--- config.mk ---
export PLATFORM = sky130hd
export DESIGN_NAME = lwe_decrypt_stream
export DESIGN_NICKNAME = d
export VERILOG_FILES = /design/src/rtl/lwe_decrypt_stream.sv
export SDC_FILE = /design/constraint.sdc
export NUM_CORES = 1
export LEC_CHECK = 0
export CAP_MARGIN = 15
export CORE_MARGIN = 3
export CORE_UTILIZATION = 30
export DETAILED_ROUTE_END_ITERATION = 12
export GPL_TIMING_DRIVEN = 0
export SKIP_LAST_GASP = 1
export SLEW_MARGIN = 20
export SYNTH_ARGS = -nofsm -noshare
export SYNTH_HDL_FRONTEND = slang
export SYNTH_SLANG_ARGS = --single-unit
--- constraint.sdc ---
create_clock -name clk -period 6.2 [get_ports clk]
set_clock_uncertainty 0.1 [all_clocks]
set_input_delay 1.24 -clock clk [delete_from_list [all_inputs] [get_ports clk]]
set_output_delay 1.24 -clock clk [all_outputs]
set_load 0.05 [all_outputs]
--- src/rtl/lwe_decrypt_stream.sv ---
// Streaming LWE decryption: x = (b - sum a_i*s_i) mod q, m = round(x*p/q) mod p.
// Optional out_noise port enabled by LWE_DECRYPT_NOISE_OUT_EN.
module lwe_decrypt_stream #(
  parameter int PLAINTEXT_MODULUS  = 64,
  parameter int PLAINTEXT_WIDTH    = 6,
  parameter int CIPHERTEXT_MODULUS = 1024,
  parameter int CIPHERTEXT_WIDTH   = 10,
  parameter int DIMENSION          = 4
) (
  input  logic                        clk,
  input  logic                        rst_n,
  input  logic                        in_valid,
  output logic                        in_ready,
  input  logic [CIPHERTEXT_WIDTH-1:0] in_a,
  input  logic [CIPHERTEXT_WIDTH-1:0] in_s,
  input  logic                        in_last,
  output logic                        out_valid,
  input  logic                        out_ready,
  output logic [PLAINTEXT_WIDTH-1:0]  out_plaintext,
`ifdef LWE_DECRYPT_NOISE_OUT_EN
  output logic signed [CIPHERTEXT_WIDTH-1:0] out_noise,
`endif
  output logic                        out_error
);

  localparam int CW    = CIPHERTEXT_WIDTH;
  localparam int PW    = PLAINTEXT_WIDTH;
  localparam int SHIFT = CW - PW;
  localparam int CNT_W = $clog2(DIMENSION + 1);
  localparam logic [CW-1:0] HALF = CW'(1) << (SHIFT - 1);
  localparam logic [CNT_W-1:0] LAST_CNT = CNT_W'(DIMENSION);

  typedef enum logic {ACCUM, OUTPUT} state_t;

  state_t           state;
  logic [CNT_W-1:0] cnt;
  logic [CW-1:0]    acc;
  logic [CW-1:0]    prod;
  logic [CW-1:0]    x;
  logic [CW-1:0]    rnd;
  logic [PW-1:0]    m;
  logic             fire;
  logic             is_end;
  logic             frame_err;

  // Product is evaluated at CW bits, which keeps only the low half.
  assign prod      = in_a * in_s;
  assign x         = in_a + acc;
  assign rnd       = x + HALF;
  assign m         = rnd[CW-1:SHIFT];
  assign is_end    = (cnt == LAST_CNT);
  assign frame_err = (in_last != is_end);
  assign in_ready  = (state == ACCUM) && !rst_n;
  assign fire      = in_valid && in_ready;

`ifdef LWE_DECRYPT_NOISE_OUT_EN
  logic [CW-1:0] noise;
  assign noise = x - {m, {SHIFT{1'b0}}};
`endif

  always_ff @(posedge clk or posedge rst_n) begin
    if (rst_n) begin
      state         <= ACCUM;
      cnt           <= '0;
      acc           <= '0;
      out_valid     <= 1'b0;
      out_plaintext <= '0;
      out_error     <= 1'b0;
`ifdef LWE_DECRYPT_NOISE_OUT_EN
      out_noise     <= '0;
`endif
    end else begin
      unique case (state)
        ACCUM: begin
          if (fire) begin
            if (frame_err) begin
              out_plaintext <= '0;
              out_error     <= 1'b1;
`ifdef LWE_DECRYPT_NOISE_OUT_EN
              out_noise     <= '0;
`endif
              out_valid     <= 1'b1;
              state         <= OUTPUT;
            end else if (is_end) begin
              out_plaintext <= m;
              out_error     <= 1'b0;
`ifdef LWE_DECRYPT_NOISE_OUT_EN
              out_noise     <= noise;
`endif
              out_valid     <= 1'b1;
              state         <= OUTPUT;
            end else begin
              acc <= acc - prod;
              cnt <= cnt + 1'b1;
            end
          end
        end
        OUTPUT: begin
          if (out_ready) begin
            acc       <= '0;
            cnt       <= '0;
            out_valid <= 1'b0;
            state     <= ACCUM;
          end
        end
        default: state <= ACCUM;
      endcase
    end
  end

endmodule

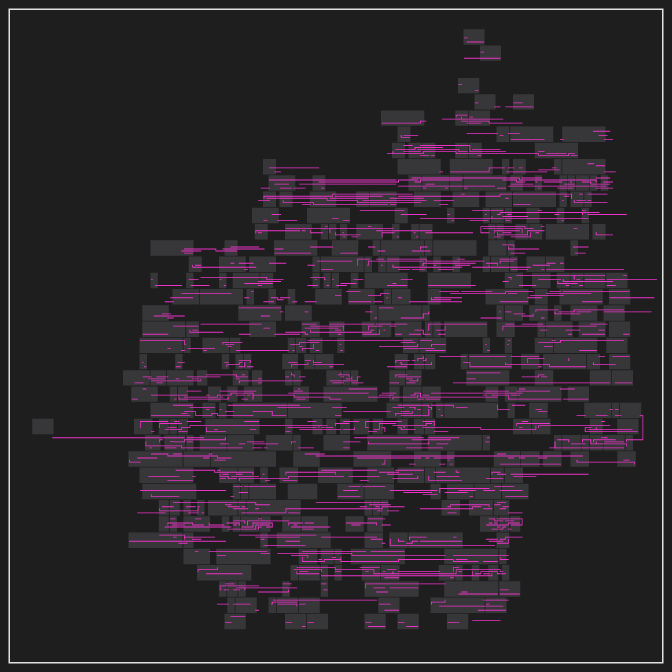
*Metal 1, run 1*
wire length on this layer	3210 um
nets with wire on the layer	452

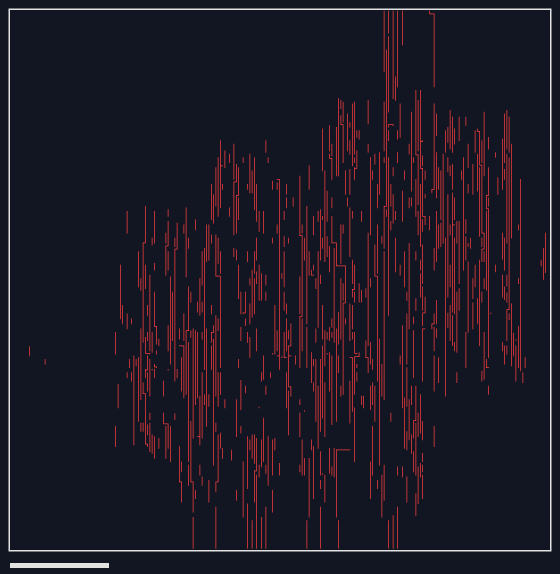
*Metal 2, run 1*
The bar under the picture is 20 um long.
wire length on this layer	3680 um
share of all routed wire	52%
longest straight run	38.8 um
main direction	vertical
nets with wire on the layer	422

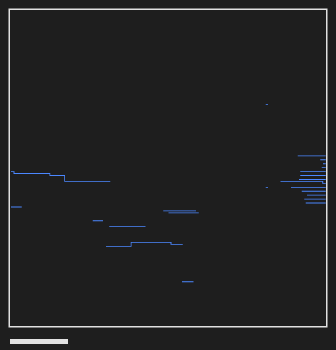
*M3 wires, run 1*
The bar under the picture is 20 um long.
longest straight run	15.6 um
main direction	horizontal
via count: 2437
GR Layer Usage met3: 1.84%
final WL: 7130 um

[run 1: power by group through the flow]
stage                     logic [uW]  registers [uW]  clock network (uW)
after floorplan                 1070             309                   0
after global placement          1420             245                   0
after detailed placement        1450             248                   0
after CTS                       1470             245                 136
after global routing            1670             253                 145
final                           1450             244                 134
[run 1: layout make-up]
class / instances / share of cell area, %
Tap cell: 136 / 4.52
Timing Repair Buffer: 33 / 8.76
Sequential cell: 22 / 14.6
Clock buffer: 3 / 1.10
Multi-Input combinational cell: 256 / 62.9
Buffer: 5 / 0.498
Inverter: 68 / 6.77
Clock inverter: 1 / 0.797
[run 1: routing by layer]
metal	wire length [um]	GRT usage [%]	up-vias
li1	-	-	1191
met3	204	1.84	4
met2	3680	23.3	28
met4	44	1.60	0
met5	0	0	-
met1	3210	16.5	1214
[run 1: kinds of logic after synthesis]
family                     share of synthesized area [%]
AOI/OAI and AO/OA                                   10.1
xor gates and xnor gates                            8.49
adders and majority gates                           38.8
buffers and inverters                               8.57
DFF                                                 17.2
and+or+nand+nor                                     16.8
[run 1: per-stage QoR]
stage               power (uW)  cell area (um2)  std cells  util (%)
finish                    1830             3770        524      36.5
global route              2070             3770        524      36.5
CTS                       1850             3770        524      36.5
detailed placement        1700             3700        520      35.8
global placement          1660             3700        520      35.8
floorplan                 1380             3200        351         -
[run 1: final timing paths]
path | start | cells past startpoint | slack [ns] | to
max in group asynchronous | rst_n | 2 | 4.07 | acc[3]$_DFFE_PP0P_
worst min-delay path | out_valid$_DFFE_PP0P_ | 2 | 0.38 | out_valid$_DFFE_PP0P_
worst max register to register | acc[3]$_DFFE_PP0P_ | 12 | 2.37 | acc[8]$_DFFE_PP0P_
min in group asynchronous | rst_n | 2 | 1.38 | out_plaintext[2]$_DFFE_PP0P_
worst min register to register | out_valid$_DFFE_PP0P_ | 2 | 0.38 | out_valid$_DFFE_PP0P_
worst max-delay path | in_a[1] | 18 | 0.31 | acc[9]$_DFFE_PP0P_
[run 1: registers in the layout (all words and copies together), names as in the netlist]
signal / count
acc: 10
out_plaintext: 6
cnt: 3
out_error: 1
out_valid: 1
state: 1
[run 1: worst register-to-register path, delay by kind of cell, from the launching register on]
family,cells,cell delay [ns]
buffers and inverters,1,0.25
AOI/OAI and AO/OA,4,0.85
adders and majority gates,4,1.68
DFF,1,0.41
and+or+nand+nor,3,0.43
[run 1: cell usage in the layout (no fill, tap or decap), drive strengths merged, types with 7 or more instances in the layout]
| master | synthesis | routed |
|---|---|---|
| nand2 | 27 | 27 |
| and2 | 41 | 41 |
| nor2 | 7 | 7 |
| dfrtp | 22 | 22 |
| xnor2 | 25 | 25 |
| clkbuf | 4 | 7 |
| o21ai | 14 | 14 |
| inv | 68 | 68 |
| ha | 48 | 48 |
| clkdlybuf4s50 | 0 | 33 |
| nand3 | 12 | 12 |
| fa | 32 | 32 |
==> flow_metrics.py, run 1 <==
# Metrics from the implementation run
metrics = {
    "outcome": {
        "status": "complete, no violations",
    },
    "critical_path": {
        "worstPathArrival_ns": 5.93,
        "cp_slowest_stage_delay_ns": 0.63,
        "critPathSlowestCell": "clkdlybuf4s50_1",
        "crit_fanout": 10,
        "cp.required_ns": 6.24,
    },
    "clock_tree": {
        "clk_latency_ns": 0.27,
        "clock_sinks": 22,
        "clockRootBuffer": "clkbuf_8",
        "ctsHoldBuffers": 0,
    },
    "sta": {
        "max_freq_mhz": 170,
        "setup_tns_ns": 0,
        "worst_slack_ns": 0.307,
        "worst_pin_slew_ns": 0.866,
        "rsz0062_at_grt": "no",
        "fin_crit_ns": 5.89,
    },
    "routing": {
        "dr.pass1.iters": 4,
        "drc": 0,
        "drtIter0Drc": 63,
        "vias_per_cell": 4.65,
    },
    "synthesis": {
        "yosysWarnings": 0,
        "synth.distinct_cells": 39,
        "ys_chip_area_mm2": 0.00320,
        "numSynthFlops": 22,
        "synth-seq-area-share_pct": 17.2,
        "synth_top_flop_cell": "dfrtp_1",
        "async_flop_share_pct": 100,
        "syn-num-nets": 456,
        "edf_count": 0,
        "avgSynthCellArea_um2": 9.11,
    },
    "power_and_ir_drop": {
        "p_comb_share_pct": 79.3,
        "p_int_uw": 942,
        "p_leak_uw": 0.00184,
        "p_switching_uw": 886,
    },
    "cells_and_area": {
        "drive_gt1_share_pct": 2.32,
        "area_growth_pct": 17.9,
        "antennaDiodeCount": 0,
        "final.fill_count": 1071,
        "layout.nets": 494,
    },
    "global_routing": {
        "overflow": 0,
        "grt_pass1_wl_um": 12200,
        "gr-usage-all-layers_pct": 12.8,
    },
    "placed_design": {
        "gp_congestion": 0.809,
    },
    "worst_hold_path": {
        "hp-class": "reg -> reg",
    },
    "floorplanning": {
        "die_x_um": 109,
        "core_mm2": 0.0103,
    },
    "run": {
        "maxCapViolCount": 0,
    },
}
## Run 2: what changed since run 1
--- a/config.mk
+++ b/config.mk
@@ -6,7 +6,7 @@
 export NUM_CORES = 1
 export LEC_CHECK = 0
 export CAP_MARGIN = 15
-export CORE_MARGIN = 3
+export CORE_MARGIN = 2
 export CORE_UTILIZATION = 30
 export DETAILED_ROUTE_END_ITERATION = 12
 export GPL_TIMING_DRIVEN = 0
==> flow_metrics.py, run 2 <==
# Metrics from the implementation run
metrics = {
    "cells_and_area": {
        "final.fill_count": 1058,
        "largest_register": "acc",
        "largest_register_ffs": 10,
        "area_growth_pct": 17.4,
        "largestRegisters": "acc: 10 flops, out_plaintext: 6 flops, cnt: 3 flops",
    },
    "critical_path": {
        "crit_fanout": 9,
        "cp.required_ns": 6.23,
        "reg2reg_slack_ns": 2.36,
        "r2r_start": "acc[3]$_DFFE_PP0P_",
        "worstPathArrival_ns": 5.95,
        "crit_start": "in_a[2]",
    },
    "clock_tree": {
        "ctsHoldBuffers": 0,
        "clock_sinks": 22,
    },
    "synthesis": {
        "edf_count": 0,
        "async_flop_share_pct": 100,
        "synth-seq-area-share_pct": 17.2,
        "synth_top_flop_cell": "dfrtp_1",
        "synth.distinct_cells": 39,
    },
    "global_routing": {
        "gr-usage-all-layers_pct": 13.3,
        "overflow": 0,
        "grt_pass1_wl_um": 12200,
    },
    "routing": {
        "drtIter0Drc": 102,
        "detail_route.wirelength.met1_um": 3290,
        "drc": 0,
        "dr.pass1.iters": 4,
        "top_layer": "met4",
        "met3WireLength_um": 286,
    },
    "worst_hold_path": {
        "hp-class": "reg -> reg",
    },
    "floorplanning": {
        "die_x_um": 107,
        "core_mm2": 0.0103,
    },
    "sta": {
        "rsz0062_at_grt": "no",
        "setup_tns_ns": 0,
        "max_freq_mhz": 169,
    },
    "placed_design": {
        "gp_congestion": 0.804,
        "place_inst": 520,
    },
    "outcome": {
        "status": "complete, no violations",
    },
    "power_and_ir_drop": {
        "p_leak_uw": 0.00183,
        "total_power_uw": 1770,
    },
}
## run 2: cell type report
cell class,count,area [um2],share of cell area (%)
multi-input combinational,256,2370,63.2
sequential,22,551,14.7
timing repair buffer,33,330,8.80
inverter,68,255,6.80
tap,136,170,4.53
clock buffer,4,55.1,1.47
buffer,5,18.8,0.500
## run 2: power by group
group	internal [uW]	total, uW	leakage, uW	switching [uW]
combinational	655	1420	0.00152	766
sequential	198	245	0.000284	46.1
clock	56.6	104	0.0000288	47.3
## run 2: worst max-delay path, stage by stage
cell and delay [ns]:
clkdlybuf4s50_1 0.78, and2_1 0.23, fa_1 0.42, ha_1 0.23, fa_1 0.51, inv_1 0.05, fa_1 0.48, inv_1 0.06
fa_1 0.53, inv_1 0.04, ha_1 0.33, a21o_1 0.18, a21o_1 0.18, a21o_1 0.17, a21oi_1 0.14, o21ai_0 0.12
xnor2_1 0.16, o21ai_0 0.09
## run 2: logic make-up after synthesis
logic type	synth area share [%]
simple gates	16.8
fa+ha+maj	38.8
buf+inv	8.57
compound gates	10.1
xor+xnor	8.49
flops	17.2
## run 2: worst min-delay path by stage
| stage | start | to | slack (ns) |
|---|---|---|---|
| 5_1_grt | out_plaintext[3]$_DFFE_PP0P_ | out_plaintext[3]$_DFFE_PP0P_ | 0.42 |
| 6_report | out_plaintext[3]$_DFFE_PP0P_ | out_plaintext[3]$_DFFE_PP0P_ | 0.39 |
| 3_5_place_dp | out_error$_DFFE_PP0P_ | out_error$_DFFE_PP0P_ | 0.38 |
| 3_3_place_gp | out_error$_DFFE_PP0P_ | out_error$_DFFE_PP0P_ | 0.36 |
| 2_1_floorplan | cnt[0]$_DFFE_PP0P_ | cnt[0]$_DFFE_PP0P_ | 0.39 |
| 4_1_cts | out_plaintext[3]$_DFFE_PP0P_ | out_plaintext[3]$_DFFE_PP0P_ | 0.40 |
## run 2: per-stage QoR
stage                     setup WS (ns)  area [um2]
final                             0.285        3750
after global routing             0.0441        3750
after floorplan                    1.02        3200
after CTS                         0.242        3750
after global placement           0.0396        3700
after detailed placement        -0.0210        3700
## run 2: routing by layer
metal / vias up / GRT usage, %
met3: 4 / 2.01
met5: - / 0
li1: 1190 / -
met1: 1206 / 18.6
met2: 41 / 22.1
met4: 0 / 2.23
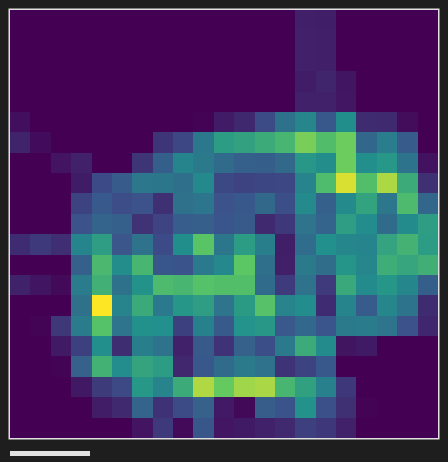
*Wire density map, run 2*
The bar under the picture is 20 um long. The die is cut into 21 by 21 equal tiles; dark purple is low, yellow is high, scaled to the fullest tile. Values are wire area over tile area, all layers added.
nearly empty tiles	38%
mean over tiles	0.094
emptiest ninth of the die	top left
fullest tile	0.43
tiles over half the peak	14%
densest ninth of the die	right middle

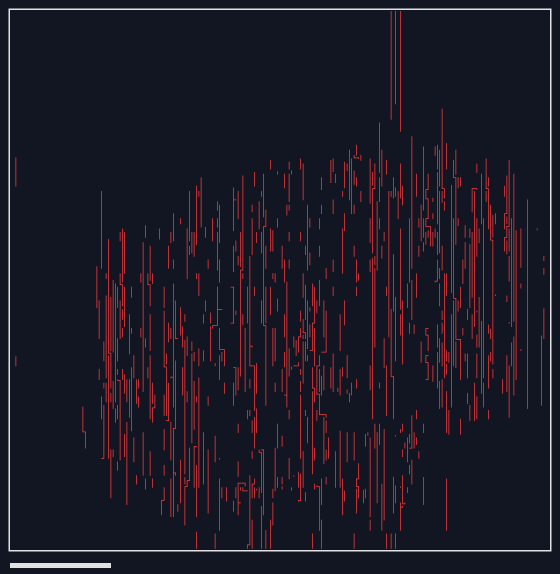
*Metal 2, run 2*
The bar under the picture is 20 um long.
final WL: 6970 um
via count: 2441
met2 usage: 22.1%

Power and IR drop assume default switching activity.
